**Wires at chosen ports, followed through buffers**

Drawn at 10 px/µm.
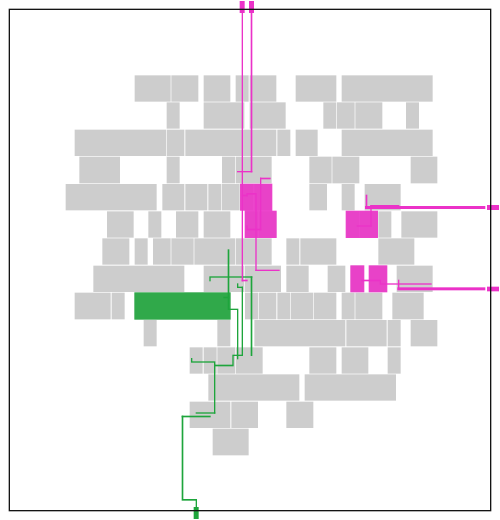
**Met2 routing**

Drawn at 6 px/µm. Cells faint in the background.
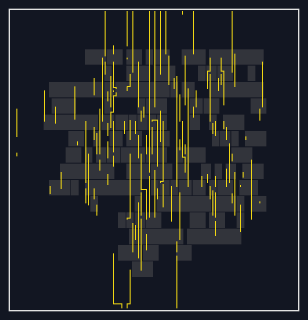
**Drive-strength map**

Drawn at 8 px/µm.
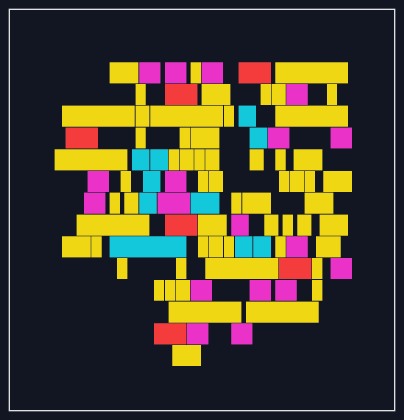
**Gate families picked out**

Drawn at 10 px/µm.
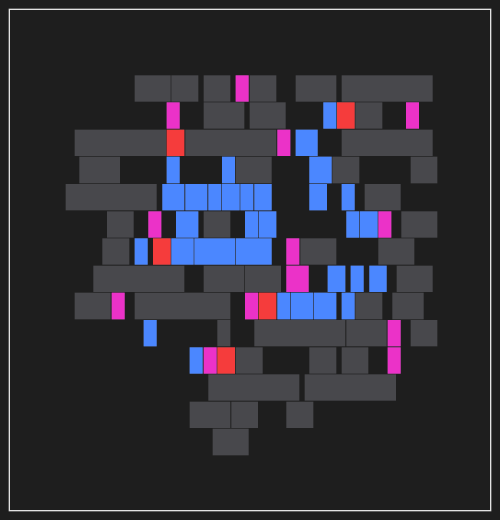
**Routing congestion map**

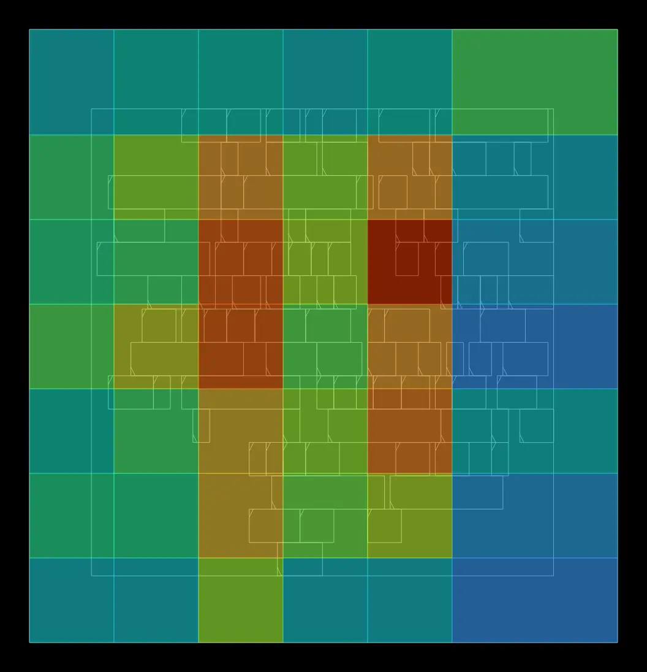
$ cat config.mk
export PLATFORM = sky130hd
export DESIGN_NAME = status_flags_reg
export DESIGN_NICKNAME = d
export VERILOG_FILES = /design/src/rtl/status_flags_reg.sv
export SDC_FILE = /design/constraint.sdc
export NUM_CORES = 1
export LEC_CHECK = 0
export ABC_AREA = 1
export CAP_MARGIN = 20
export CORE_AREA = 5 5 43 45
export CTS_CLUSTER_SIZE = 20
export DETAILED_ROUTE_END_ITERATION = 10
export DIE_AREA = 0 0 48 50
export GPL_ROUTABILITY_DRIVEN = 0
export PLACE_DENSITY = 0.71
export SLEW_MARGIN = 25
export SYNTH_ARGS = -nofsm -noshare
export SYNTH_HDL_FRONTEND = slang
export SYNTH_SLANG_ARGS = --single-unit
$ cat constraint.sdc
create_clock -name Clk -period 1.1 [get_ports Clk]
set_clock_uncertainty 0.1 [all_clocks]
set_input_delay 0.11 -clock Clk [delete_from_list [all_inputs] [get_ports Clk]]
set_output_delay 0.11 -clock Clk [all_outputs]
set_load 0.03 [all_outputs]
$ cat src/rtl/status_flags_reg.sv
// status_flags_reg: architectural CPSR flags {C,N,V,Z} with one saved SPSR copy
// for exception entry/return, plus a same-cycle bypass for the condition check.
module status_flags_reg #(
   parameter logic [3:0] RESET_FLAGS = 4'b0000,
   parameter bit         FWD_EN      = 1'b1
) (
   input  logic       Clk,
   input  logic       Reset,
   input  logic [3:0] Alu_flags,
   input  logic       S_en,
   input  logic [3:0] Wr_mask,
   input  logic       Save,
   input  logic       Restore,
   output logic [3:0] Flags_q,
   output logic [3:0] Flags_fwd,
   output logic [3:0] Spsr_q,
   output logic       Saved,
   output logic       Err
);

   typedef enum logic {
      IDLE  = 1'b0,
      SAVED = 1'b1
   } state_t;

   state_t     state_r;
   state_t     state_next_s;
   logic [3:0] flags_r;
   logic [3:0] spsr_r;
   logic       saved_r;
   logic       err_r;
   logic [3:0] cpsr_next_s;
   logic [3:0] spsr_next_s;
   logic       err_next_s;
   logic       legal_restore_s;

   // Next CPSR/SPSR/state; a legal Restore wins over S_en, an illegal one only flags Err.
   always_comb begin
      legal_restore_s = Restore && (state_r == SAVED);
      cpsr_next_s     = flags_r;
      spsr_next_s     = spsr_r;
      err_next_s      = 1'b0;
      state_next_s    = state_r;

      if (legal_restore_s) begin
         cpsr_next_s = spsr_r;
         err_next_s  = S_en;
      end else if (S_en) begin
         cpsr_next_s = (Alu_flags & Wr_mask) | (flags_r & ~Wr_mask);
         err_next_s  = Restore;
      end else begin
         cpsr_next_s = flags_r;
         err_next_s  = Restore;
      end

      // Save always captures the pre-edge CPSR, even when swapping with Restore.
      if (Save) begin
         spsr_next_s = flags_r;
      end else begin
         spsr_next_s = spsr_r;
      end

      case (state_r)
         IDLE: begin
            if (Save) begin
               state_next_s = SAVED;
            end else begin
               state_next_s = IDLE;
            end
         end
         SAVED: begin
            if (Restore && !Save) begin
               state_next_s = IDLE;
            end else begin
               state_next_s = SAVED;
            end
         end
         default: state_next_s = IDLE;
      endcase
   end

   // Flag, SPSR and state registers with asynchronous reset.
   always_ff @(posedge Clk or posedge Reset) begin
      if (Reset) begin
         flags_r <= RESET_FLAGS;
         spsr_r  <= RESET_FLAGS;
         state_r <= IDLE;
         saved_r <= 1'b0;
         err_r   <= 1'b0;
      end else begin
         flags_r <= cpsr_next_s;
         spsr_r  <= spsr_next_s;
         state_r <= state_next_s;
         saved_r <= (state_next_s == SAVED);
         err_r   <= err_next_s;
      end
   end

   assign Flags_q   = flags_r;
   assign Spsr_q    = spsr_r;
   assign Saved     = saved_r;
   assign Err       = err_r;
   assign Flags_fwd = FWD_EN ? cpsr_next_s : flags_r;

endmodule

==> flow_summary.html <==
<!-- implementation run metrics -->
<table>
<tr><th>Metric</th><th>Value</th></tr>
<tr><th colspan="2">Synth</th></tr>
<tr><td>Warnings, synthesis</td><td>0</td></tr>
<tr><td>Synth async-reset ratio</td><td>1.00</td></tr>
<tr><td>Synthesis area per yosys</td><td>464 µm²</td></tr>
<tr><td>Cells after synthesis</td><td>60</td></tr>
<tr><td>Avg Inst Size Synth</td><td>7.74 µm²</td></tr>
<tr><td>Most used standard cell by instance count after synthesis</td><td>sky130_fd_sc_hd__nand2_1</td></tr>
<tr><td>Library cell occupying the most area in the post-synthesis netlist</td><td>sky130_fd_sc_hd__dfrtp_1</td></tr>
<tr><td>Synthesis-stage register bit count</td><td>10</td></tr>
<tr><td>Sequential cell area fraction in the yosys report</td><td>0.539</td></tr>
<tr><td>Post-synthesis cell area</td><td>464 µm²</td></tr>
<tr><td>Ranking of synthesized cells by area</td><td>sky130_fd_sc_hd__dfrtp_1 (54%), sky130_fd_sc_hd__nand2_1 (18%), sky130_fd_sc_hd__inv_1 (9.7%), sky130_fd_sc_hd__nand3_1 (8.6%), sky130_fd_sc_hd__o21ai_0 (4.3%)</td></tr>
<tr><td>Number of standard cells reported by yosys</td><td>60</td></tr>
<tr><td>Syn_nets</td><td>73</td></tr>
<tr><td>Count of cell types in the netlist</td><td>9</td></tr>
<tr><td>Yosys top cell area share</td><td>0.539</td></tr>
<tr><td>Cell types with the highest counts after synthesis</td><td>sky130_fd_sc_hd__nand2_1 (22), sky130_fd_sc_hd__inv_1 (12), sky130_fd_sc_hd__dfrtp_1 (10), sky130_fd_sc_hd__nand3_1 (8), sky130_fd_sc_hd__o21ai_0 (4)</td></tr>
<tr><th colspan="2">Power and ir drop</th></tr>
<tr><td>Max IR drop VDD</td><td>0.672 mV</td></tr>
<tr><td>Areal power density over the cells</td><td>1570 nW/µm²</td></tr>
<tr><td>Internal Dissipation</td><td>0.801 mW</td></tr>
<tr><td>Sequential cell fraction of total power</td><td>0.361</td></tr>
<tr><td>Relative contribution of the clock network to total power</td><td>0.213</td></tr>
<tr><td>Fraction of power spent switching nets</td><td>0.377</td></tr>
<tr><td>Switching power</td><td>0.485 mW</td></tr>
<tr><td>Relative contribution of combinational cells to total power</td><td>0.427</td></tr>
<tr><th colspan="2">Floorplan</th></tr>
<tr><td>Width of the chip</td><td>48 µm</td></tr>
<tr><td>Vertical die dimension</td><td>50 µm</td></tr>
<tr><td>Core ar.</td><td>1440 µm²</td></tr>
<tr><th colspan="2">Final layout</th></tr>
<tr><td>Number of filler instances in the final layout</td><td>130</td></tr>
<tr><td>Combinational Area</td><td>184 µm²</td></tr>
<tr><td>Commonest cells after routing, fill and taps aside</td><td>sky130_fd_sc_hd__nand2_1 (14), sky130_fd_sc_hd__buf_4 (13), sky130_fd_sc_hd__inv_1 (12)</td></tr>
<tr><td>Area taken by flip-flops and latches</td><td>251 µm²</td></tr>
<tr><td>Number of antenna repair diodes</td><td>0</td></tr>
<tr><td>Non-Filler Cell Area, Final</td><td>817 µm²</td></tr>
<tr><td>Signed area change from the synthesized netlist to the final layout</td><td>76.0%</td></tr>
<tr><td>Final net count</td><td>108</td></tr>
<tr><th colspan="2">Detailed routing</th></tr>
<tr><td>Post-detailed-route DRC marker count</td><td>0</td></tr>
<tr><td>Violation tally from detailed-route iteration zero</td><td>21</td></tr>
<tr><td>Post-route antenna net violation count</td><td>0</td></tr>
<tr><td>Pre-Repair DR Iteration Count</td><td>4</td></tr>
<tr><th colspan="2">GRT</th></tr>
<tr><td>Total overflow reported by the global router</td><td>0</td></tr>
<tr><td>Antenna violations before repair</td><td>0</td></tr>
<tr><td>First-pass GRT wire length</td><td>1.84 mm</td></tr>
<tr><td>Vias in the first global route</td><td>442</td></tr>
<tr><td>Maximum number of pins on one net before global-route repair</td><td>11</td></tr>
<tr><td>Aggregate global-route resource usage</td><td>0.114</td></tr>
<tr><th colspan="2">Timing</th></tr>
<tr><td>Pin slew with the least headroom to its limit</td><td>0.378 ns</td></tr>
<tr><td>Min Clock Period, post-route</td><td>1.32 ns</td></tr>
<tr><td>Headroom to the max-slew limit</td><td>0.747</td></tr>
<tr><td>Endpoints failing hold</td><td>0</td></tr>
<tr><td>Fin. max-slew vios</td><td>0</td></tr>
<tr><td>Worst-case setup margin in the final layout</td><td>-0.216 ns</td></tr>
<tr><td>Final setup violating endpoints</td><td>5</td></tr>
<tr><td>Maximum frequency from static timing analysis</td><td>760 MHz</td></tr>
<tr><td>Setup repair after global routing missed its margin</td><td>true</td></tr>
<tr><th colspan="2">Run</th></tr>
<tr><td># Max-Cap Violations</td><td>0</td></tr>
<tr><td>Count of tool warnings</td><td>28</td></tr>
<tr><th colspan="2">Worst setup path</th></tr>
<tr><td>Required time reported for the critical path endpoint</td><td>0.89 ns</td></tr>
<tr><td>CP Buf/Inv Count</td><td>1</td></tr>
<tr><td>CP Data Arrival Time</td><td>1.11 ns</td></tr>
<tr><td>CP max stage delay</td><td>0.42 ns</td></tr>
<tr><td>Critical path launch point type</td><td>flip-flop</td></tr>
<tr><td>Cell Chain, Critical Path</td><td>nand2_4, nand3_1, nand2_2, buf_6</td></tr>
<tr><td>Max FO, Critical Path</td><td>5</td></tr>
<tr><td>Capturing element type of the critical path</td><td>output pin</td></tr>
<tr><td>Slowest library cell on the worst path</td><td>sky130_fd_sc_hd__dfrtp_2</td></tr>
<tr><th colspan="2">Placement</th></tr>
<tr><td>Minimum setup slack after placement</td><td>-0.320 ns</td></tr>
<tr><td>Area post-placement</td><td>717 µm²</td></tr>
<tr><th colspan="2">Clock tree</th></tr>
<tr><td>Maximum buffer depth of the clock tree</td><td>2</td></tr>
<tr><td>Hold bufs inserted after CTS</td><td>0</td></tr>
<tr><td>Clock latency at the later pin of the worst-skew pair</td><td>0.27 ns</td></tr>
<tr><td>Cell at the root of the clock tree</td><td>sky130_fd_sc_hd__clkbuf_4</td></tr>
<tr><td>Count of H-tree levels built during CTS</td><td>1</td></tr>
<tr><th colspan="2">Outcome</th></tr>
<tr><td>Failing checks</td><td>setup timing</td></tr>
<tr><td>Run status</td><td>finished, violations left</td></tr>
</table>
-- 'wires at chosen ports, followed through buffers' (at the start) --
Wr_mask: marked magenta, bits 4, direction input, edge 2 top, 2 right, end cells 8, wire 99.5 µm. Saved: marked green, bits 1, direction output, edge bottom, end cells 1, wire 58.7 µm.
number of I/O pins: 27
number of buffers added on ports: 26

-- 'met2 routing' (at the start) --
The wires run mostly vertical. The layer holds 46% of the routed length.
Total Routed Length: 1.22 mm
vias post-DR: 487
met2 Track Usage GR: 0.152

-- 'drive-strength map' (at the start) --
drive 2: marked cyan, cells 10, share 11%, most used nand2_2. drive 3 to 4: marked magenta, cells 18, share 19%, most used buf_4. drive 1 or less: marked yellow, cells 60, share 64%, most used nand2_1. drive 6 and up: marked red, cells 6, share 6.4%, most used buf_6.

-- 'gate families picked out' (at the start) --
inverting AOI/OAI gates: marked red, cells 5, most used o21ai_0, where middle. NAND gates: marked blue, cells 31, most used nand2_1, where middle. inverters: marked magenta, cells 13, most used inv_1.

-- 'routing congestion map' (at the start) --
global-route met3 utilization: 0.0400
global routing met1 resource utilization: 0.138
GRT busiest layer: met2

per-layer routing:
metal / global-route usage / share of wire / wire [µm]
met5: 0 / 0 / 0
met4: 0.0942 / 0.038 / 46
met3: 0.0400 / 0.12 / 141
met2: 0.152 / 0.46 / 554
met1: 0.138 / 0.39 / 474
path summary, 6_finish.rpt:
check	startpoint	endpoint	slack [ns]	depth (start not counted)
worst max-delay path	Saved	Flags_fwd[2]	-0.22	4
worst min-delay path	Reset	Spsr_q[0]	0.005	2
worst max register to register	Saved	Flags_q[1]	0.08	5
worst min register to register	Spsr_q[0]	Spsr_q[0]	0.44	2
max in group asynchronous	Reset	Saved	0.60	2
min in group Clk	S_en	Err	0.24	3
stage by stage:
stage	cells	TNS [ns]	power (mW)
floorplan	60	0	0.747
detailed placement	102	-1.80	0.953
global placement	102	-1.67	0.949
finish	110	-1.03	1.29
global route	110	-1.29	1.37
CTS	108	-1.04	1.28
layout make-up:
class                   count  area share
clock buffers               4      0.0322
well taps                  16      0.0245
flip-flops and latches     10       0.308
inverters                  13      0.0628
multi-input cells          36       0.225
repair buffers             31       0.348
flip-flops by register name (all words and copies together) (netlist names):
register  cells
Flags_q       4
Spsr_q        4
Err           1
Saved         1
power groups by stage:
stage          logic [mW]  registers [mW]  clock network (mW)
2_1_floorplan       0.167           0.580                   0
6_report            0.549           0.464               0.273
5_1_grt             0.589           0.471               0.305
4_1_cts             0.537           0.465               0.279
3_5_place_dp        0.486           0.467                   0
3_3_place_gp        0.484           0.465                   0
cells by family after synthesis:
logic type | Yosys count | share of synthesized area
compound gates | 5 | 0.0539
buf+inv | 14 | 0.129
simple gates | 31 | 0.278
flops | 10 | 0.539
what timing repair did:
item | 4_1_cts | 5_1_grt
pin swaps | 1 | 1
endpoints found under the setup margin | 5 | 6
setup buffers | 2 | 2
gates resized | 14 | 0
Power figures rest on the tool's default switching activity, not on a simulated workload.
